<file path="config.mk">
export PLATFORM = sky130hd
export DESIGN_NAME = vec_operand_collector
export DESIGN_NICKNAME = d
export VERILOG_FILES = /design/src/rtl/vec_operand_collector.sv
export SDC_FILE = /design/constraint.sdc
export NUM_CORES = 2
export LEC_CHECK = 0
export ABC_AREA = 1
export CAP_MARGIN = 5
export CORE_AREA = 2 2 521 523
export CTS_CLUSTER_DIAMETER = 200
export DETAILED_ROUTE_END_ITERATION = 10
export DIE_AREA = 0 0 523 525
export PLACE_DENSITY_LB_ADDON = 0.05
export SYNTH_ARGS = -nofsm -noshare
export SYNTH_HDL_FRONTEND = slang
export SYNTH_SLANG_ARGS = --single-unit
</file>
<file path="constraint.sdc">
create_clock -name clk -period 4 [get_ports clk]
set_input_delay 0.8 -clock clk [delete_from_list [all_inputs] [get_ports clk]]
set_output_delay 0.8 -clock clk [all_outputs]
set_load 0.05 [all_outputs]
</file>
<file path="src/rtl/vec_operand_collector.sv">
// Operand collector: fetches the vs1/vs2 register groups (1, 2 or 4 regs) from the VRF and presents them as 4xVLEN buses.
// Optional scalar-broadcast operand for vs1 when VEC_OPC_VX_BCAST_EN is defined.
module vec_operand_collector #(
  parameter int VLEN_BITS = 128,
  parameter int VREG_AW   = 5
) (
  input  logic                     clk,
  input  logic                     rst_n,
  input  logic                     req_valid,
  output logic                     req_ready,
  input  logic [VREG_AW-1:0]       req_vs1,
  input  logic [VREG_AW-1:0]       req_vs2,
  input  logic [VREG_AW-1:0]       req_vd,
  input  logic [1:0]               req_lmul,
  input  logic                     req_sew,
`ifdef VEC_OPC_VX_BCAST_EN
  input  logic                     req_vx,
  input  logic [31:0]              req_rs1,
`endif
  output logic                     vrf_rd_en,
  output logic [VREG_AW-1:0]       vrf_rd_addr1,
  output logic [VREG_AW-1:0]       vrf_rd_addr2,
  input  logic [VLEN_BITS-1:0]     vrf_rd_data1,
  input  logic [VLEN_BITS-1:0]     vrf_rd_data2,
  output logic                     out_valid,
  input  logic                     out_ready,
  output logic [4*VLEN_BITS-1:0]   out_vs1_bus,
  output logic [4*VLEN_BITS-1:0]   out_vs2_bus,
  output logic [VREG_AW-1:0]       out_vd,
  output logic [2:0]               out_nregs,
  output logic                     out_sew
);

  typedef enum logic [1:0] {S_IDLE, S_FETCH, S_LAST, S_HOLD} state_t;

  state_t                   state_q, state_d;
  logic                     req_ready_q, req_ready_d;
  logic                     rd_en_q, rd_en_d;
  logic [VREG_AW-1:0]       addr1_q, addr1_d;
  logic [VREG_AW-1:0]       addr2_q, addr2_d;
  logic [1:0]               k_q, k_d;
  logic [2:0]               n_q, n_d;
  logic [VREG_AW-1:0]       vs1_q, vs1_d;
  logic [VREG_AW-1:0]       vs2_q, vs2_d;
  logic [VREG_AW-1:0]       vd_q, vd_d;
  logic                     sew_q, sew_d;
  logic                     out_valid_q, out_valid_d;
  logic [4*VLEN_BITS-1:0]   bus1_q, bus1_d;
  logic [4*VLEN_BITS-1:0]   bus2_q, bus2_d;
  logic                     cap_vld_q, cap_vld_d;
  logic [1:0]               cap_idx_q, cap_idx_d;
  logic                     use_vx;

  function automatic logic [2:0] lmul_to_n(input logic [1:0] lmul);
    case (lmul)
      2'b01:   lmul_to_n = 3'd2;
      2'b10:   lmul_to_n = 3'd4;
      default: lmul_to_n = 3'd1;
    endcase
  endfunction

`ifdef VEC_OPC_VX_BCAST_EN
  logic        vx_q, vx_d;
  logic [31:0] rs1_q, rs1_d;
  assign use_vx = vx_q;

  // Scalar replicated across each of the first n slices, width set by SEW.
  function automatic logic [4*VLEN_BITS-1:0] bcast(input logic [31:0] rs1, input logic sew,
                                                   input logic [2:0] n);
    logic [VLEN_BITS-1:0] s;
    bcast = '0;
    s = sew ? {(VLEN_BITS/32){rs1}} : {(VLEN_BITS/8){rs1[7:0]}};
    for (int i = 0; i < 4; i++)
      if (i < int'(n)) bcast[i*VLEN_BITS +: VLEN_BITS] = s;
  endfunction
`else
  assign use_vx = 1'b0;
`endif

  always_comb begin
    state_d     = state_q;
    req_ready_d = req_ready_q;
    rd_en_d     = rd_en_q;
    addr1_d     = addr1_q;
    addr2_d     = addr2_q;
    k_d         = k_q;
    n_d         = n_q;
    vs1_d       = vs1_q;
    vs2_d       = vs2_q;
    vd_d        = vd_q;
    sew_d       = sew_q;
    out_valid_d = out_valid_q;
    bus1_d      = bus1_q;
    bus2_d      = bus2_q;
`ifdef VEC_OPC_VX_BCAST_EN
    vx_d        = vx_q;
    rs1_d       = rs1_q;
`endif
    // A read issued last cycle returns data now; remember which slice it belongs to.
    cap_vld_d = rd_en_q;
    cap_idx_d = k_q;
    if (cap_vld_q) begin
      bus2_d[int'(cap_idx_q)*VLEN_BITS +: VLEN_BITS] = vrf_rd_data2;
      if (!use_vx)
        bus1_d[int'(cap_idx_q)*VLEN_BITS +: VLEN_BITS] = vrf_rd_data1;
    end

    case (state_q)
      S_IDLE: begin
        req_ready_d = 1'b1;
        if (req_valid && req_ready_q) begin
          vs1_d       = req_vs1;
          vs2_d       = req_vs2;
          vd_d        = req_vd;
          sew_d       = req_sew;
          n_d         = lmul_to_n(req_lmul);
          k_d         = 2'd0;
          req_ready_d = 1'b0;
          rd_en_d     = 1'b1;
          addr1_d     = req_vs1;
          addr2_d     = req_vs2;
          bus1_d      = '0;
          bus2_d      = '0;
`ifdef VEC_OPC_VX_BCAST_EN
          vx_d  = req_vx;
          rs1_d = req_rs1;
          if (req_vx) begin
            addr1_d = '0;
            bus1_d  = bcast(req_rs1, req_sew, lmul_to_n(req_lmul));
          end
`endif
          state_d = S_FETCH;
        end
      end
      S_FETCH: begin
        if ({1'b0, k_q} == n_q - 3'd1) begin
          rd_en_d = 1'b0;
          addr1_d = '0;
          addr2_d = '0;
          state_d = S_LAST;
        end else begin
          k_d     = k_q + 2'd1;
          addr1_d = use_vx ? '0 : vs1_q + VREG_AW'(k_q + 2'd1);
          addr2_d = vs2_q + VREG_AW'(k_q + 2'd1);
        end
      end
      S_LAST: begin
        out_valid_d = 1'b1;
        state_d     = S_HOLD;
      end
      default: begin
        if (out_ready) begin
          out_valid_d = 1'b0;
          req_ready_d = 1'b1;
          state_d     = S_IDLE;
        end
      end
    endcase
  end

  always_ff @(posedge clk or negedge rst_n) begin
    if (!rst_n) begin
      state_q     <= S_IDLE;
      req_ready_q <= 1'b0;
      rd_en_q     <= 1'b0;
      addr1_q     <= '0;
      addr2_q     <= '0;
      k_q         <= '0;
      n_q         <= '0;
      vs1_q       <= '0;
      vs2_q       <= '0;
      vd_q        <= '0;
      sew_q       <= 1'b0;
      out_valid_q <= 1'b0;
      bus1_q      <= '0;
      bus2_q      <= '0;
      cap_vld_q   <= 1'b0;
      cap_idx_q   <= '0;
`ifdef VEC_OPC_VX_BCAST_EN
      vx_q        <= 1'b0;
      rs1_q       <= '0;
`endif
    end else begin
      state_q     <= state_d;
      req_ready_q <= req_ready_d;
      rd_en_q     <= rd_en_d;
      addr1_q     <= addr1_d;
      addr2_q     <= addr2_d;
      k_q         <= k_d;
      n_q         <= n_d;
      vs1_q       <= vs1_d;
      vs2_q       <= vs2_d;
      vd_q        <= vd_d;
      sew_q       <= sew_d;
      out_valid_q <= out_valid_d;
      bus1_q      <= bus1_d;
      bus2_q      <= bus2_d;
      cap_vld_q   <= cap_vld_d;
      cap_idx_q   <= cap_idx_d;
`ifdef VEC_OPC_VX_BCAST_EN
      vx_q        <= vx_d;
      rs1_q       <= rs1_d;
`endif
    end
  end

  assign req_ready    = req_ready_q;
  assign vrf_rd_en    = rd_en_q;
  assign vrf_rd_addr1 = addr1_q;
  assign vrf_rd_addr2 = addr2_q;
  assign out_valid    = out_valid_q;
  assign out_vs1_bus  = bus1_q;
  assign out_vs2_bus  = bus2_q;
  assign out_vd       = vd_q;
  assign out_nregs    = n_q;
  assign out_sew      = sew_q;

endmodule

</file>
==> results.yml <==
# yosys + openroad results
outcome:
  run_status: "finished clean"
final_timing:
  hold_vio_cnt_final: 0
  max_slew.worst_pin.slew_ps: 1240
  max_freq_ghz: 0.318
  post-route-period-util_pct: 78.5
critical_path:
  worstSetupEndpoint: "out_vs2_bus[75]"
  critical_path.max_fanout: 2
  path_buffers: 1
  critical_path_arrival_ps: 2340
  critical-path-max-stage-delay_ps: 1180
  critical_path.startpoint_type: "register"
die:
  standard_cell_row_count: 191
  boundaryPins: 1324
  initial_core_util_pct: 16.5
  horiz_die_dim_um: 523
synth:
  yosysSeqAreaShare_pct: 59.9
  ys_dominant_reg_cell: "sky130_fd_sc_hd__dfrtp_1"
  synth-edff-count: 0
  common_cells: "sky130_fd_sc_hd__nand2_1 (1096), sky130_fd_sc_hd__dfrtp_1 (1063), sky130_fd_sc_hd__a21oi_1 (1021), sky130_fd_sc_hd__nand3_1 (513), sky130_fd_sc_hd__clkbuf_1 (258)"
  synthCells: 4803
  synth_top_cell_by_area: "sky130_fd_sc_hd__dfrtp_1"
  synthesis.nets: 5101
route:
  detail_route.wl_per_cell_um: 29.6
  final_routed_wirelength_mm: 286
  postRouteAntennaNets: 0
  detail_route.iter0.violations: 2937
grt:
  grt.met1_usage_pct: 24.9
  grt_util_met3_pct: 6.22
clock_network:
  cts.repair.resized: 0
  clock_tree_buffer_depth: 3
==> cells by family (layout without fill, tap and decap cells) <==
family	count (synthesis)	after routing	synth area share, %
other	0	12	0
adder cells (fa/ha/maj)	20	20	0.597
flip-flops	1063	1063	59.9
buffers and inverters	486	1740	4.71
AND/OR/NAND/NOR	2173	2173	22.7
XOR/XNOR	5	5	0.0986
AND-OR/OR-AND	1056	1056	12.0
==> cell usage in the layout, fill, tap and decap left out, types with 4 or more instances in the layout <==
master                            count
sky130_fd_sc_hd__nor2_1              46
sky130_fd_sc_hd__nand3_1            513
sky130_fd_sc_hd__bufinv_16            5
sky130_fd_sc_hd__nor3_1               7
sky130_fd_sc_hd__ha_1                17
sky130_fd_sc_hd__nand4_1            251
sky130_fd_sc_hd__nand2_4              4
sky130_fd_sc_hd__buf_12              57
sky130_fd_sc_hd__buf_4               61
sky130_fd_sc_hd__nand2_1           1092
sky130_fd_sc_hd__diode_2             12
sky130_fd_sc_hd__clkinv_8             4
sky130_fd_sc_hd__clkbuf_16          156
sky130_fd_sc_hd__inv_1               25
sky130_fd_sc_hd__a22oi_1             21
sky130_fd_sc_hd__a21oi_1           1021
sky130_fd_sc_hd__o21ai_0             12
sky130_fd_sc_hd__clkdlybuf4s50_1   1322
sky130_fd_sc_hd__clkbuf_8            33
sky130_fd_sc_hd__clkbuf_1            54
sky130_fd_sc_hd__nand2b_1           253
sky130_fd_sc_hd__dfrtp_1           1062
sky130_fd_sc_hd__clkinv_2             9
==> sequential cells by signal, indices dropped and copies added, names as in the netlist, 2 cells and up <==
signal / count
cap_idx_d: 2
cap_idx_q: 2
out_nregs: 3
out_vd: 5
out_vs1_bus: 512
out_vs2_bus: 512
state_q: 2
vrf_rd_addr1: 5
vrf_rd_addr2: 5
vs1_q: 5
vs2_q: 5
==> power breakdown <==
group          leakage, nW  internal, mW  total [mW]  switching [mW]
clock                 2.41          8.13        13.8            5.64
sequential            14.7          12.0        12.8           0.789
combinational         9.44          4.24        16.9            12.6
total                 26.5          24.4        43.5            19.1
==> final cells by class <==
class | count | area, µm²
flip-flops and latches | 1063 | 26600
fillers | 29000 | 202000
multi-input cells | 3254 | 15800
clock buffers | 243 | 4560
clock inverters | 28 | 409
repair buffers | 1441 | 14800
inverters | 28 | 120
diodes | 12 | 30.0
well taps | 3570 | 4470
==> layer usage <==
metal	up-vias	wire, µm
li1	18600	-
met1	21500	117000
met2	1404	135000
met3	355	22300
met4	56	11500
met5	-	371
==> metrics by stage <==
| step | hold WS (ps) | worst slack, ps | cells | area (µm²) | power (mW) |
|---|---|---|---|---|---|
| final | 16.0 | 859 | 9639 | 66800 | 43.5 |
| after floorplan | 417 | 1720 | 4803 | 44400 | 22.3 |
| after detailed placement | 463 | 913 | 9356 | 61800 | 30.3 |
| after CTS | 31.5 | 646 | 9627 | 66800 | 44.5 |
| after global routing | 28.6 | 626 | 9628 | 66800 | 45.6 |
| after global placement | 456 | 974 | 9356 | 61800 | 30.3 |
**Clock nets**

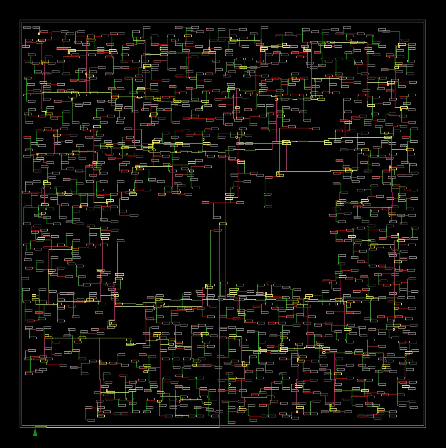
Clock Sink Count: 1063
insertion delay to the later sink of the worst-skew pair: 810 ps
number of sequential storage elements: 1063

**A small window of the routed layout**

Window x 367 to 417, y 369 to 419 µm. Cells in gray, sequential cells in the stronger gray; small squares are vias.
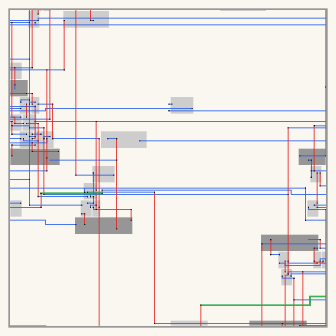
Key: met1 = blue; met2 = red; met3 = green
Most frequent: a21oi_1 (5), nand2_1 (4), clkdlybuf4s50_1 (4). 25 logic cells have their middle in the window. Netlist names of flops here include `out_vs1_bus` (3). Sequential cells in the window: 3.

**Pin map**

Pins as bars across the die edge, other pins in gray.
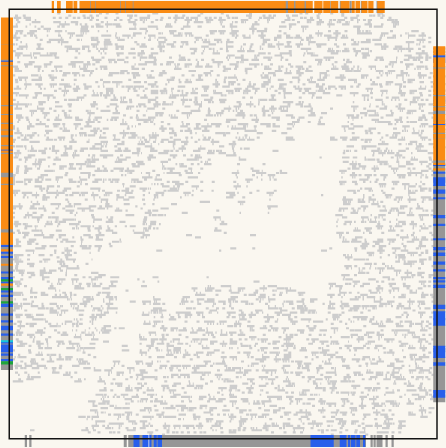
Key: `vrf_rd_data2` = blue [pins 128, direction input, edge 57 right, 42 bottom, 29 left]; `out_ready` = cyan [pins 1, direction input, edge left]; `out_vs1_bus` = orange [pins 512, direction output, edge 293 top, 147 left, 72 right]; `vrf_rd_addr1` = green [pins 5, direction output, edge left]
die span in y: 525 µm
number of input and output port buffers inserted: 1323

No activity file was given, so power comes from the tool's default toggle rates.
